### config.mk
export PLATFORM = sky130hd
export DESIGN_NAME = baud_tick_gen_flat
export DESIGN_NICKNAME = d
export VERILOG_FILES = /design/src/rtl/baud_tick_gen_pkg.sv /design/src/rtl/baud_tick_gen_if.sv /design/src/rtl/baud_tick_gen_tick_prescaler.sv /design/src/rtl/baud_tick_gen.sv /design/src/flat_wrapper.sv
export SDC_FILE = /design/constraint.sdc
export NUM_CORES = 1
export LEC_CHECK = 0
export CAP_MARGIN = 25
export CORE_MARGIN = 4
export CORE_UTILIZATION = 45
export DETAILED_ROUTE_END_ITERATION = 6
export PLACE_DENSITY = 0.66
export SLEW_MARGIN = 20
export SYNTH_ARGS = -nofsm -noshare
export SYNTH_HDL_FRONTEND = slang
export SYNTH_SLANG_ARGS = --single-unit
### constraint.sdc
create_clock -name i_clk -period 3.68 [get_ports i_clk]
set_clock_uncertainty 0.05 [all_clocks]
set_input_delay 0.92 -clock i_clk [delete_from_list [all_inputs] [get_ports i_clk]]
set_output_delay 0.92 -clock i_clk [all_outputs]
set_load 0.01 [all_outputs]
### src/rtl/baud_tick_gen_pkg.sv
// baud_tick_gen_pkg
//   Shared UART timing constants and the small types used by the baud
//   tick generator. TX and RX import the same constants so they always
//   agree on oversample ratio and default divisor.
//   UART_DEFAULT_DIV = CLK_HZ / (BAUD * OSR), truncated (12 MHz -> 78).
`timescale 1ns/1ps
package baud_tick_gen_pkg;

  localparam int UART_CLK_HZ      = 12_000_000;
  localparam int UART_BAUD        = 9600;
  localparam int UART_OSR         = 16;
  localparam int UART_DIV_W       = 16;
  localparam int UART_DEFAULT_DIV = UART_CLK_HZ / (UART_BAUD * UART_OSR);

  // What the phase/tick stage does on a given edge, already resolved by priority.
  typedef enum logic [1:0] {
    ACT_HOLD  = 2'd0,
    ACT_COUNT = 2'd1,
    ACT_CLEAR = 2'd2
  } count_act_e;

endpackage

### src/rtl/baud_tick_gen_if.sv
// baud_tick_gen_if
//   Control and strobe bundle of the baud tick generator.
//   master : the consumer side (drives enable/divisor/resync, reads strobes)
//   slave  : the generator itself
//   Signals:
//     i_en        count enable
//     i_div       new divisor (clock cycles per oversample tick)
//     i_div_load  one-cycle pulse, latch i_div
//     i_resync    one-cycle pulse, restart prescaler and phase
//     o_os_tick   oversample strobe
//     o_bit_tick  bit strobe (phase wraps OSR-1 -> 0)
//     o_mid_tick  mid-bit strobe (phase becomes OSR/2)
//     o_phase     current oversample phase
//     o_baud_clk  bit-rate square wave
`timescale 1ns/1ps
interface baud_tick_gen_if
  import baud_tick_gen_pkg::*;
#(
  parameter int DIV_W = UART_DIV_W,
  parameter int OSR   = UART_OSR
);

  localparam int PHASE_W = $clog2(OSR);

  logic               i_en;
  logic [DIV_W-1:0]   i_div;
  logic               i_div_load;
  logic               i_resync;
  logic               o_os_tick;
  logic               o_bit_tick;
  logic               o_mid_tick;
  logic [PHASE_W-1:0] o_phase;
  logic               o_baud_clk;

  modport master (
    output i_en, i_div, i_div_load, i_resync,
    input  o_os_tick, o_bit_tick, o_mid_tick, o_phase, o_baud_clk
  );

  modport slave (
    input  i_en, i_div, i_div_load, i_resync,
    output o_os_tick, o_bit_tick, o_mid_tick, o_phase, o_baud_clk
  );

endinterface

### src/rtl/baud_tick_gen_tick_prescaler.sv
// tick_prescaler
//   Free-running 0..i_div-1 counter used as the oversample prescaler.
//   Ports:
//     i_clk, i_rst_n  clock, async active-low reset
//     i_en            count enable (low = hold count)
//     i_clr           synchronous clear to 0 (wins over i_en)
//     i_div           period in clock cycles, expected >= 2
//     o_tick          high in the cycle whose edge wraps the counter
//   o_tick is a decode of the current count, not a register: the parent
//   registers it together with the phase so that the os/bit/mid strobes
//   and the phase value all change on the same edge.
`timescale 1ns/1ps
module tick_prescaler #(
  parameter int DIV_W = 16
) (
  input  logic             i_clk,
  input  logic             i_rst_n,
  input  logic             i_en,
  input  logic             i_clr,
  input  logic [DIV_W-1:0] i_div,
  output logic             o_tick
);

  logic [DIV_W-1:0] count;
  logic             at_end;

  // >= rather than == so a count can never run past the terminal value.
  assign at_end = (count >= (i_div - 1'b1));
  assign o_tick = i_en && !i_clr && at_end;

  always_ff @(posedge i_clk or negedge i_rst_n) begin
    if (!i_rst_n) begin
      count <= '0;
    end else if (i_clr) begin
      count <= '0;
    end else if (i_en) begin
      count <= at_end ? '0 : count + 1'b1;
    end
  end

endmodule

### src/rtl/baud_tick_gen.sv
// baud_tick_gen
//   Baud-rate strobe generator for the UART datapath. Produces single-cycle
//   strobes on i_clk instead of a derived clock.
//   Parameters:
//     DIV_W        divisor / prescaler width
//     OSR          oversample ratio, power of two, >= 4
//     DEFAULT_DIV  divisor after reset
//   Ports:
//     i_clk, i_rst_n  system clock, async active-low reset
//     bus             baud_tick_gen_if.slave (enable, divisor load, resync,
//                     os/bit/mid strobes, phase, baud square wave)
//   All outputs are registers; nothing on the bus passes combinationally
//   from an input to an output.
`timescale 1ns/1ps
module baud_tick_gen
  import baud_tick_gen_pkg::*;
#(
  parameter int DIV_W       = UART_DIV_W,
  parameter int OSR         = UART_OSR,
  parameter int DEFAULT_DIV = UART_DEFAULT_DIV
) (
  input  logic           i_clk,
  input  logic           i_rst_n,
  baud_tick_gen_if.slave bus
);

  localparam int PHASE_W = $clog2(OSR);
  localparam logic [PHASE_W-1:0] PHASE_LAST    = PHASE_W'(OSR - 1);
  localparam logic [PHASE_W-1:0] PHASE_PRE_MID = PHASE_W'(OSR / 2 - 1);
  localparam logic [DIV_W-1:0]   DIV_MIN       = DIV_W'(2);
  localparam logic [DIV_W-1:0]   DIV_RESET     = DIV_W'(DEFAULT_DIV);

  logic [DIV_W-1:0]   div_reg;
  logic               clr;
  logic               wrap;
  count_act_e         act;
  logic [PHASE_W-1:0] phase_q;
  logic               os_tick_q;
  logic               bit_tick_q;
  logic               mid_tick_q;
  logic               baud_clk_q;

  // A load or a resync both restart the prescaler and phase from zero.
  assign clr = bus.i_div_load | bus.i_resync;

  tick_prescaler #(
    .DIV_W (DIV_W)
  ) u_prescaler (
    .i_clk   (i_clk),
    .i_rst_n (i_rst_n),
    .i_en    (bus.i_en),
    .i_clr   (clr),
    .i_div   (div_reg),
    .o_tick  (wrap)
  );

  // Divisors below 2 are clamped so the strobe is never stuck and never
  // fires every cycle.
  always_ff @(posedge i_clk or negedge i_rst_n) begin
    if (!i_rst_n) begin
      div_reg <= DIV_RESET;
    end else if (bus.i_div_load) begin
      div_reg <= (bus.i_div < DIV_MIN) ? DIV_MIN : bus.i_div;
    end
  end

  always_comb begin
    act = ACT_HOLD;
    if (clr) begin
      act = ACT_CLEAR;
    end else if (wrap) begin
      act = ACT_COUNT;
    end
  end

  // Phase wraps for free because OSR is a power of two. bit/mid decode the
  // phase value being left, so the strobe lines up with the new phase.
  // baud_clk holds through clears and enable gaps.
  always_ff @(posedge i_clk or negedge i_rst_n) begin
    if (!i_rst_n) begin
      phase_q    <= '0;
      os_tick_q  <= 1'b0;
      bit_tick_q <= 1'b0;
      mid_tick_q <= 1'b0;
      baud_clk_q <= 1'b0;
    end else begin
      case (act)
        ACT_CLEAR: begin
          phase_q    <= '0;
          os_tick_q  <= 1'b0;
          bit_tick_q <= 1'b0;
          mid_tick_q <= 1'b0;
        end
        ACT_COUNT: begin
          phase_q    <= phase_q + 1'b1;
          os_tick_q  <= 1'b1;
          bit_tick_q <= (phase_q == PHASE_LAST);
          mid_tick_q <= (phase_q == PHASE_PRE_MID);
          if (phase_q == PHASE_LAST) begin
            baud_clk_q <= 1'b1;
          end else if (phase_q == PHASE_PRE_MID) begin
            baud_clk_q <= 1'b0;
          end
        end
        default: begin
          os_tick_q  <= 1'b0;
          bit_tick_q <= 1'b0;
          mid_tick_q <= 1'b0;
        end
      endcase
    end
  end

  assign bus.o_os_tick  = os_tick_q;
  assign bus.o_bit_tick = bit_tick_q;
  assign bus.o_mid_tick = mid_tick_q;
  assign bus.o_phase    = phase_q;
  assign bus.o_baud_clk = baud_clk_q;

endmodule

### src/flat_wrapper.sv
// flat-port wrapper written by rule: the top's interface ports become plain ports
module baud_tick_gen_flat import baud_tick_gen_pkg::*;
#(
  parameter int DIV_W       = UART_DIV_W,
  parameter int OSR         = UART_OSR,
  parameter int DEFAULT_DIV = UART_DEFAULT_DIV
)
  (i_clk, i_rst_n, bus_i_en, bus_i_div, bus_i_div_load, bus_i_resync, bus_o_os_tick, bus_o_bit_tick, bus_o_mid_tick, bus_o_phase, bus_o_baud_clk);
  baud_tick_gen_if #(.DIV_W(DIV_W), .OSR(OSR)) bus_i ();
  input  logic i_clk;
  input  logic i_rst_n;
  input wire logic [$bits(bus_i.i_en)-1:0] bus_i_en;
  input wire logic [$bits(bus_i.i_div)-1:0] bus_i_div;
  input wire logic [$bits(bus_i.i_div_load)-1:0] bus_i_div_load;
  input wire logic [$bits(bus_i.i_resync)-1:0] bus_i_resync;
  output wire logic [$bits(bus_i.o_os_tick)-1:0] bus_o_os_tick;
  output wire logic [$bits(bus_i.o_bit_tick)-1:0] bus_o_bit_tick;
  output wire logic [$bits(bus_i.o_mid_tick)-1:0] bus_o_mid_tick;
  output wire logic [$bits(bus_i.o_phase)-1:0] bus_o_phase;
  output wire logic [$bits(bus_i.o_baud_clk)-1:0] bus_o_baud_clk;
  assign bus_i.i_en = bus_i_en;
  assign bus_i.i_div = bus_i_div;
  assign bus_i.i_div_load = bus_i_div_load;
  assign bus_i.i_resync = bus_i_resync;
  assign bus_o_os_tick = bus_i.o_os_tick;
  assign bus_o_bit_tick = bus_i.o_bit_tick;
  assign bus_o_mid_tick = bus_i.o_mid_tick;
  assign bus_o_phase = bus_i.o_phase;
  assign bus_o_baud_clk = bus_i.o_baud_clk;
  baud_tick_gen #(.DIV_W(DIV_W), .OSR(OSR), .DEFAULT_DIV(DEFAULT_DIV)) u_core (.i_clk(i_clk), .i_rst_n(i_rst_n), .bus(bus_i));
endmodule
==> run_1/placement_by_type.png <==
Bar = 20 µm.
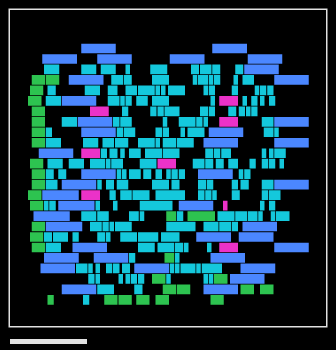
- cyan: combinational and other logic (cells 202; share of their area 50%)
- blue: flops (cells 40; share of their area 35%)
- magenta: clock drivers and dummy loads (cells 8; share of their area 3.5%)
- green: other buffers and delay cells (cells 31; share of their area 11%)
core area: 0.005205 mm²
Site Rows: 26
Seq area share: 34.18%
Util after Layout: 56.54%

==> run_1/logic_types.png <==
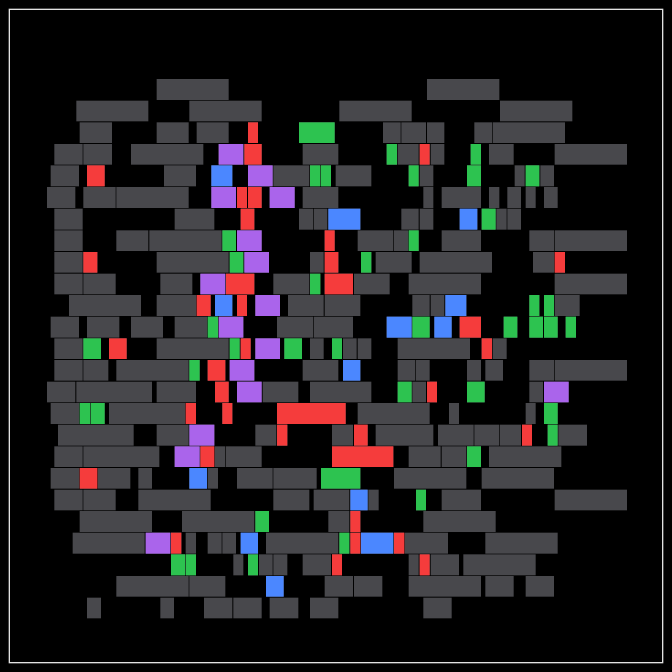
- red: NOR gates (cells 37; most used nor2_1)
- green: NAND gates (cells 41; most used nand2_1)
- purple: XOR/XNOR gates (cells 16; most used xnor2_1)
- blue: AND and OR gates (cells 13; most used or3_1)
Top cell excl fill/tap: dfrtp_1
Finished Layout Cells: 351
Comb area share: 47.36%

==> impl_metrics.py, run 1 <==
# Generated from Yosys and OpenROAD reports
metrics = {
    "status": {
        "status": "completed",
    },
    "clock_tree": {
        "postCtsSetupBuffers": 0,
        "cts-root-buf": "clkbuf_8",
        "cts_buffers": 5,
        "numClockSinks": 40,
        "htreeDepth": 2,
        "clkTransAtPathRegs_ps": 70,
    },
    "hold_path": {
        "min_delay_path_depth": 1,
        "min_to": "u_core.u_prescaler.count[15]",
        "hold_class": "flop to flop",
    },
    "logic_synthesis": {
        "async_reset_ff_share_pct": 100.0,
        "synthesis.instances": 248,
        "synth_flops": 40,
        "ys_seq_share_pct": 40.73,
        "yosys_warnings": 0,
        "synthesis.nets": 288,
        "synth_stat.cells": 248,
        "syn_area_mm2": 0.002470,
        "syn_avg_cell_area_um2": 9.959,
        "yosys_area_mm2": 0.002470,
        "ys_types": 45,
    },
    "drt": {
        "via_count": 1876,
        "dr.pass1.iters": 5,
        "ant_nets": 0,
        "avgViaCountPerCell": 5.345,
        "drt_iter0_markers": 65,
        "drc": 0,
    },
    "placement": {
        "dp_hpwl_um": 3718,
        "placed_area_mm2": 0.002835,
    },
    "flow_run": {
        "cap_viol_max_count": 0,
        "log.warning_count": 26,
    },
    "setup_path": {
        "crit_type": "flop to flop",
        "reg2reg_from": "u_core.div_reg[7]",
        "critPathRequiredTime_ps": 3850,
        "critPathArrivalTime_ps": 3630,
        "critPathLaunchType": "flop",
        "end_kind": "flop",
        "reg2reg_depth": 13,
    },
    "die": {
        "initial_core_util_pct": 47.45,
        "dieArea_mm2": 0.006738,
        "die_h_um": 82.09,
    },
    "global_route": {
        "antenna_found_initial": 0,
        "grt_pass1_wl_um": 8362,
        "grtUsageTotal_pct": 16.25,
        "grt_overflow": 0,
    },
    "cells_and_area": {
        "final_area_mm2": 0.002943,
        "fill_cells": 478,
        "drive_gt1_share_pct": 14.95,
        "syn_to_final_growth_pct": 19.15,
        "antenna_cells": 0,
        "nets": 320,
        "layout_top_cells": "36 x dfrtp_1, 27 x clkdlybuf4s50_1, 21 x nand2_1",
    },
    "sta": {
        "drv_slew": 0,
        "rsz0062_at_grt": "no",
        "relSlewSlack_pct": 41.66,
        "fmax_mhz": 288.3,
        "hold_viol_final": 0,
        "tightest_slew_ps": 875.1,
    },
    "power": {
        "cellLeakagePower_nw": 1.204,
    },
}
==> run_1/clk_routes.png <==
Bar = 20 µm.
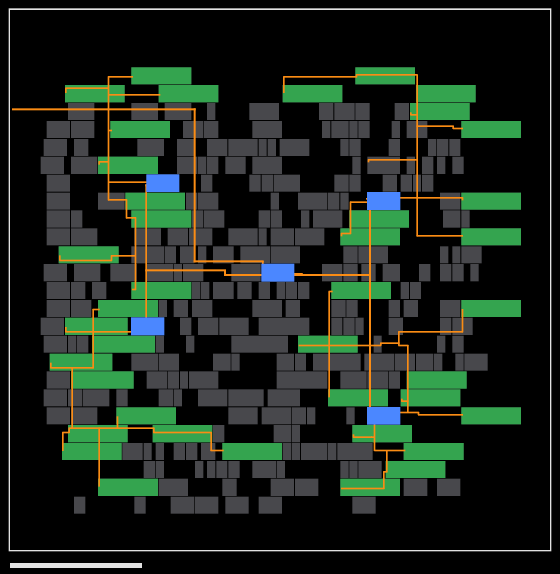
- blue: clock drivers (count 5)
- orange: clock wires (length 516 µm)
- green: flip-flops (count 40)
- routed clock nets: 6
- flops lie: widely spread
worst skew pair latency: 290 ps
clock group share of total power: 33.9%
clock group power: 0.319 mW

[run 1: routing by layer]
metal / wire length (µm) / global-route usage, % / part of all wire, % / vias to the layer above
met4: 78 / 6.312 / 1.6 / 0
met3: 184 / 3.289 / 3.8 / 8
li1: - / - / - / 969
met1: 2355 / 21.63 / 49 / 869
met2: 2175 / 25.85 / 45 / 30
met5: 0 / 0 / 0 / -
[run 1: area by class of cell]
class	count	area [µm²]	share of cell area [%]
Clock buffer	8	100.1	3.401
Inverter	12	45.04	1.531
Multi-Input combinational cell	190	1394	47.36
Sequential cell	40	1006	34.18
Tap cell	70	87.58	2.976
Timing Repair Buffer	31	310.3	10.54
[run 1: worst max-delay path, cell delays in order, from the launching register on]
cell and delay [ps]:
dfrtp_1 410, or3_1 430, nor3_2 150, nand3_1 150
nor3_1 200, xnor2_1 150, ha_1 270, a21oi_1 150
o21ai_1 80, or4_4 560, nor4_4 200, buf_12 200
or2b_1 240, a31oi_1 150
[run 1: power breakdown]
part           total [mW]  switching, mW  leakage, nW  internal [mW]
sequential          0.483         0.0220        0.518          0.461
clock               0.319          0.148       0.0515          0.171
combinational       0.137         0.0645        0.635         0.0729
total               0.939          0.234         1.20          0.705
[run 1: metrics by stage]
stage / instances / util [%] / worst slack [ps] / total power [mW]
global route: 351 / 56.54 / 13.28 / 0.9875
finish: 351 / 56.54 / 211.2 / 0.9392
detailed placement: 343 / 54.47 / 157.5 / 0.6296
floorplan: 248 / - / 383.5 / 0.5757
global placement: 343 / 54.47 / 214.4 / 0.6264
CTS: 351 / 56.39 / 136.4 / 0.9528
[run 1: logic make-up after synthesis]
logic type / share of synthesized area, %
fa+ha+maj: 9.625
simple gates: 20.06
mux: 7.852
xor+xnor: 5.674
flops: 40.73
buf+inv: 3.495
compound gates: 12.56
[run 1: how the worst max path moves through the flow]
stage | from | to | slack, ps | cells past startpoint
final | u_core.div_reg[7] | u_core.u_prescaler.count[7] | 210 | 13
after floorplan | u_core.div_reg[7] | u_core.bus.o_baud_clk | 380 | 12
after global placement | u_core.div_reg[7] | u_core.u_prescaler.count[7] | 210 | 13
after detailed placement | u_core.div_reg[7] | u_core.u_prescaler.count[7] | 160 | 13
after CTS | u_core.div_reg[4] | u_core.u_prescaler.count[7] | 140 | 13
after global routing | u_core.div_reg[7] | u_core.u_prescaler.count[7] | 10 | 13
[run 1: repair_timing]
item                       in CTS  in global routing
hold buffers                    0                  0
setup endpoints to repair       0                  9
resized                         0                  2
[run 1: cells in the mapped netlist, drive strengths merged, types with 5 or more instances]
library cell	count	area [µm²]
dfrtp	36	900.9
nand2	21	78.83
nor2	20	75.07
ha	19	237.7
mux2	16	183.9
a21oi	15	75.07
nand3	14	70.07
inv	12	45.04
xnor2	12	105.1
o21ai	11	55.05
nor3	10	55.05
a31oi	7	43.79
or3	6	42.54
nand4	5	37.53
nor4	5	37.53
==> inputs of run 2 (changes only) <==
--- a/config.mk
+++ b/config.mk
@@ -9,6 +9,7 @@
 export CORE_MARGIN = 4
 export CORE_UTILIZATION = 45
 export DETAILED_ROUTE_END_ITERATION = 6
+export GPL_ROUTABILITY_DRIVEN = 0
 export PLACE_DENSITY = 0.66
 export SLEW_MARGIN = 20
 export SYNTH_ARGS = -nofsm -noshare
==> run_2/flops_by_reg.png <==
Bar = 20 µm. Other sequential cells in the stronger gray, the rest of the logic in the fainter gray.
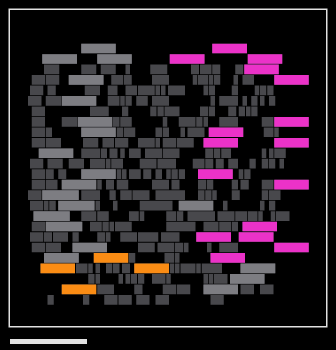
- magenta: u_core.u_prescaler.count (sequential cells 16)
- orange: u_core.bus.o_phase (sequential cells 4; where lower left)
- not colored: 20
sequential power: 0.483 mW
FF/Latch Area: 0.001006 mm²

==> impl_metrics.py, run 2 <==
# Generated from Yosys and OpenROAD reports
metrics = {
    "global_route": {
        "grt_pass1_wl_um": 8362,
        "grtUsageTotal_pct": 16.25,
        "grt_overflow": 0,
        "antenna_found_initial": 0,
        "grt_max_degree": 41,
        "grt_pass1_vias": 1808,
    },
    "setup_path": {
        "critPathArrivalTime_ps": 3630,
        "critPathBufInv": 1,
        "cp_cell_sequence": "or3_1, nor3_2, nand3_1, nor3_1, xnor2_1, ha_1, a21oi_1, o21ai_1, or4_4, nor4_4, buf_12, or2b_1, a31oi_1",
        "crit_type": "flop to flop",
        "cp_slowest_cell": "or4_4",
        "crit_family": "simple AND/OR/NAND/NOR gates",
        "crit_start": "u_core.div_reg[7]",
        "end_kind": "flop",
        "crit_fanout": 29,
        "max_stage_delay_ps": 560,
        "reg2reg_from": "u_core.div_reg[7]",
        "critPathLaunchType": "flop",
        "critPathRequiredTime_ps": 3850,
    },
    "logic_synthesis": {
        "top_area_share_pct": 36.47,
        "edf_count": 0,
        "ys.flop_type": "dfrtp_1",
        "syn_avg_cell_area_um2": 9.959,
        "synth_flops": 40,
        "top_cells_by_count": "36 x dfrtp_1, 21 x nand2_1, 20 x nor2_1",
        "synthesis.nets": 288,
        "ys_types": 45,
        "synth_top_cell_by_area": "dfrtp_1",
        "ys_seq_share_pct": 40.73,
        "syn_area_mm2": 0.002470,
        "yosys_warnings": 0,
        "synthTopCellsByArea": "dfrtp_1 36%, ha_1 9.6%, mux2_2 6.8%",
        "yosys_area_mm2": 0.002470,
        "synthesis.instances": 248,
        "synth_stat.cells": 248,
        "top_cell": "dfrtp_1",
        "async_reset_ff_share_pct": 100.0,
    },
    "placement": {
        "placed_area_mm2": 0.002835,
        "place.port_buffers": 28,
        "dp_hpwl_um": 3718,
        "place_ws_ps": 157.5,
    },
    "clock_tree": {
        "numClockSinks": 40,
        "cts-root-buf": "clkbuf_8",
        "ctsHoldBuffers": 0,
        "cts_repair_resize_count": 0,
        "cts_buffers": 5,
        "htreeDepth": 2,
        "insertion_delay_ps": 290,
        "postCtsSetupBuffers": 0,
        "tritoncts": "built",
        "clkTransAtPathRegs_ps": 70,
    },
    "status": {
        "status": "completed",
    },
    "die": {
        "rows": 26,
        "core_area_mm2": 0.005205,
        "io_pins": 29,
        "die_h_um": 82.09,
        "die_x_um": 82.09,
        "dieArea_mm2": 0.006738,
        "initial_core_util_pct": 47.45,
    },
    "sta": {
        "drv_slew": 0,
        "tightest_slew_ps": 875.1,
        "rsz0062_at_grt": "no",
        "hold_viol_final": 0,
        "relSlewSlack_pct": 41.66,
        "period_needed_ps": 3469,
        "layout_setup_ws_ps": 211.2,
        "min_period_over_period_pct": 94.26,
        "fmax_mhz": 288.3,
    },
    "flow_run": {
        "cap_viol_max_count": 0,
        "log.warning_count": 26,
    },
    "drt": {
        "ant_nets": 0,
        "drc": 0,
        "drt_iter0_markers": 65,
        "wire_per_inst_um": 13.66,
        "avgViaCountPerCell": 5.345,
        "drt_wl_total_um": 4793,
        "dr.pass1.iters": 5,
        "via_count": 1876,
    },
    "power": {
        "cellLeakagePower_nw": 1.204,
        "power_per_cell_area_mw_per_mm2": 319.1,
        "ir_drop_mv": 0.2485,
    },
    "cells_and_area": {
        "drive_gt1_share_pct": 14.95,
        "nets": 320,
        "layout_top_cell": "dfrtp_1",
        "layout_top_cells": "36 x dfrtp_1, 27 x clkdlybuf4s50_1, 21 x nand2_1",
        "syn_to_final_growth_pct": 19.15,
        "antenna_cells": 0,
    },
    "hold_path": {
        "hold_class": "flop to flop",
        "worstHoldStart": "u_core.u_prescaler.count[15]",
    },
}
==> run_2/placement_by_type.png <==
Bar = 20 µm.
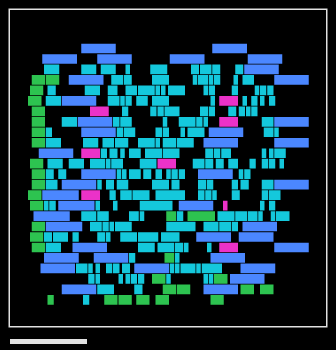
- blue: flops (cells 40; share of their area 35%)
- green: other buffers and delay cells (cells 31; share of their area 11%)
- magenta: clock drivers and dummy loads (cells 8; share of their area 3.5%)
- cyan: combinational and other logic (cells 202; share of their area 50%)
fin area: 0.002943 mm²

[run 2: cell counts in the layout (fill, tap and decap cells not counted)]
No cell type changed its count.
[run 2: per-layer routing]
metal	global-route usage (%)	routed length [µm]	part of all wire [%]	vias to the layer above
li1	-	-	-	969
met1	21.63	2355	49	869
met2	25.85	2175	45	30
met3	3.289	184	3.8	8
met4	6.312	78	1.6	0
met5	0	0	0	-
[run 2: per-stage QoR]
stage / cells / power [mW] / hold slack, ps / utilization [%]
6_report: 351 / 0.9392 / 446.5 / 56.54
5_1_grt: 351 / 0.9875 / 494.8 / 56.54
3_5_place_dp: 343 / 0.6296 / 438.6 / 54.47
3_3_place_gp: 343 / 0.6264 / 444.9 / 54.47
2_1_floorplan: 248 / 0.5757 / 408.9 / -
4_1_cts: 351 / 0.9528 / 453.2 / 56.39
[run 2: cell type report]
type                       count  area [µm²]
tap                           70       87.58
clock buffer                   8       100.1
inverter                      12       45.04
fill                         478        2262
sequential                    40        1006
timing repair buffer          31       310.3
multi-input combinational    190        1394
[run 2: where the power goes]
group	switching (mW)	leakage (nW)	internal, mW
combinational	0.0645	0.635	0.0729
clock	0.148	0.0515	0.171
sequential	0.0220	0.518	0.461
[run 2: worst register-to-register path, stage by stage (launching register included)]
cell,delay (ps)
dfrtp_1,410
or3_1,430
nor3_2,150
nand3_1,150
nor3_1,200
xnor2_1,150
ha_1,270
a21oi_1,150
o21ai_1,80
or4_4,560
nor4_4,200
buf_12,210
or2b_1,240
a31oi_1,150
[run 2: worst paths after layout]
check	to	slack, ps	cells after the start
min reg2reg	u_core.u_prescaler.count[15]	450	1
max in group asynchronous	u_core.u_prescaler.count[10]	2340	1
min	u_core.u_prescaler.count[15]	450	1
max	u_core.u_prescaler.count[7]	210	13
min in group asynchronous	u_core.bus.o_phase[0]	690	1
max reg2reg	u_core.u_prescaler.count[7]	210	13
[run 2: cells by family (layout without fill, tap and decap cells)]
logic type,after synthesis,after routing,share of synthesized area (%)
compound gates,47,47,12.56
xor+xnor,16,16,5.674
fa+ha+maj,19,19,9.625
buf+inv,18,51,3.495
flops,40,40,40.73
mux,17,17,7.852
simple gates,91,91,20.06
Power is estimated from default activity; no workload was simulated.
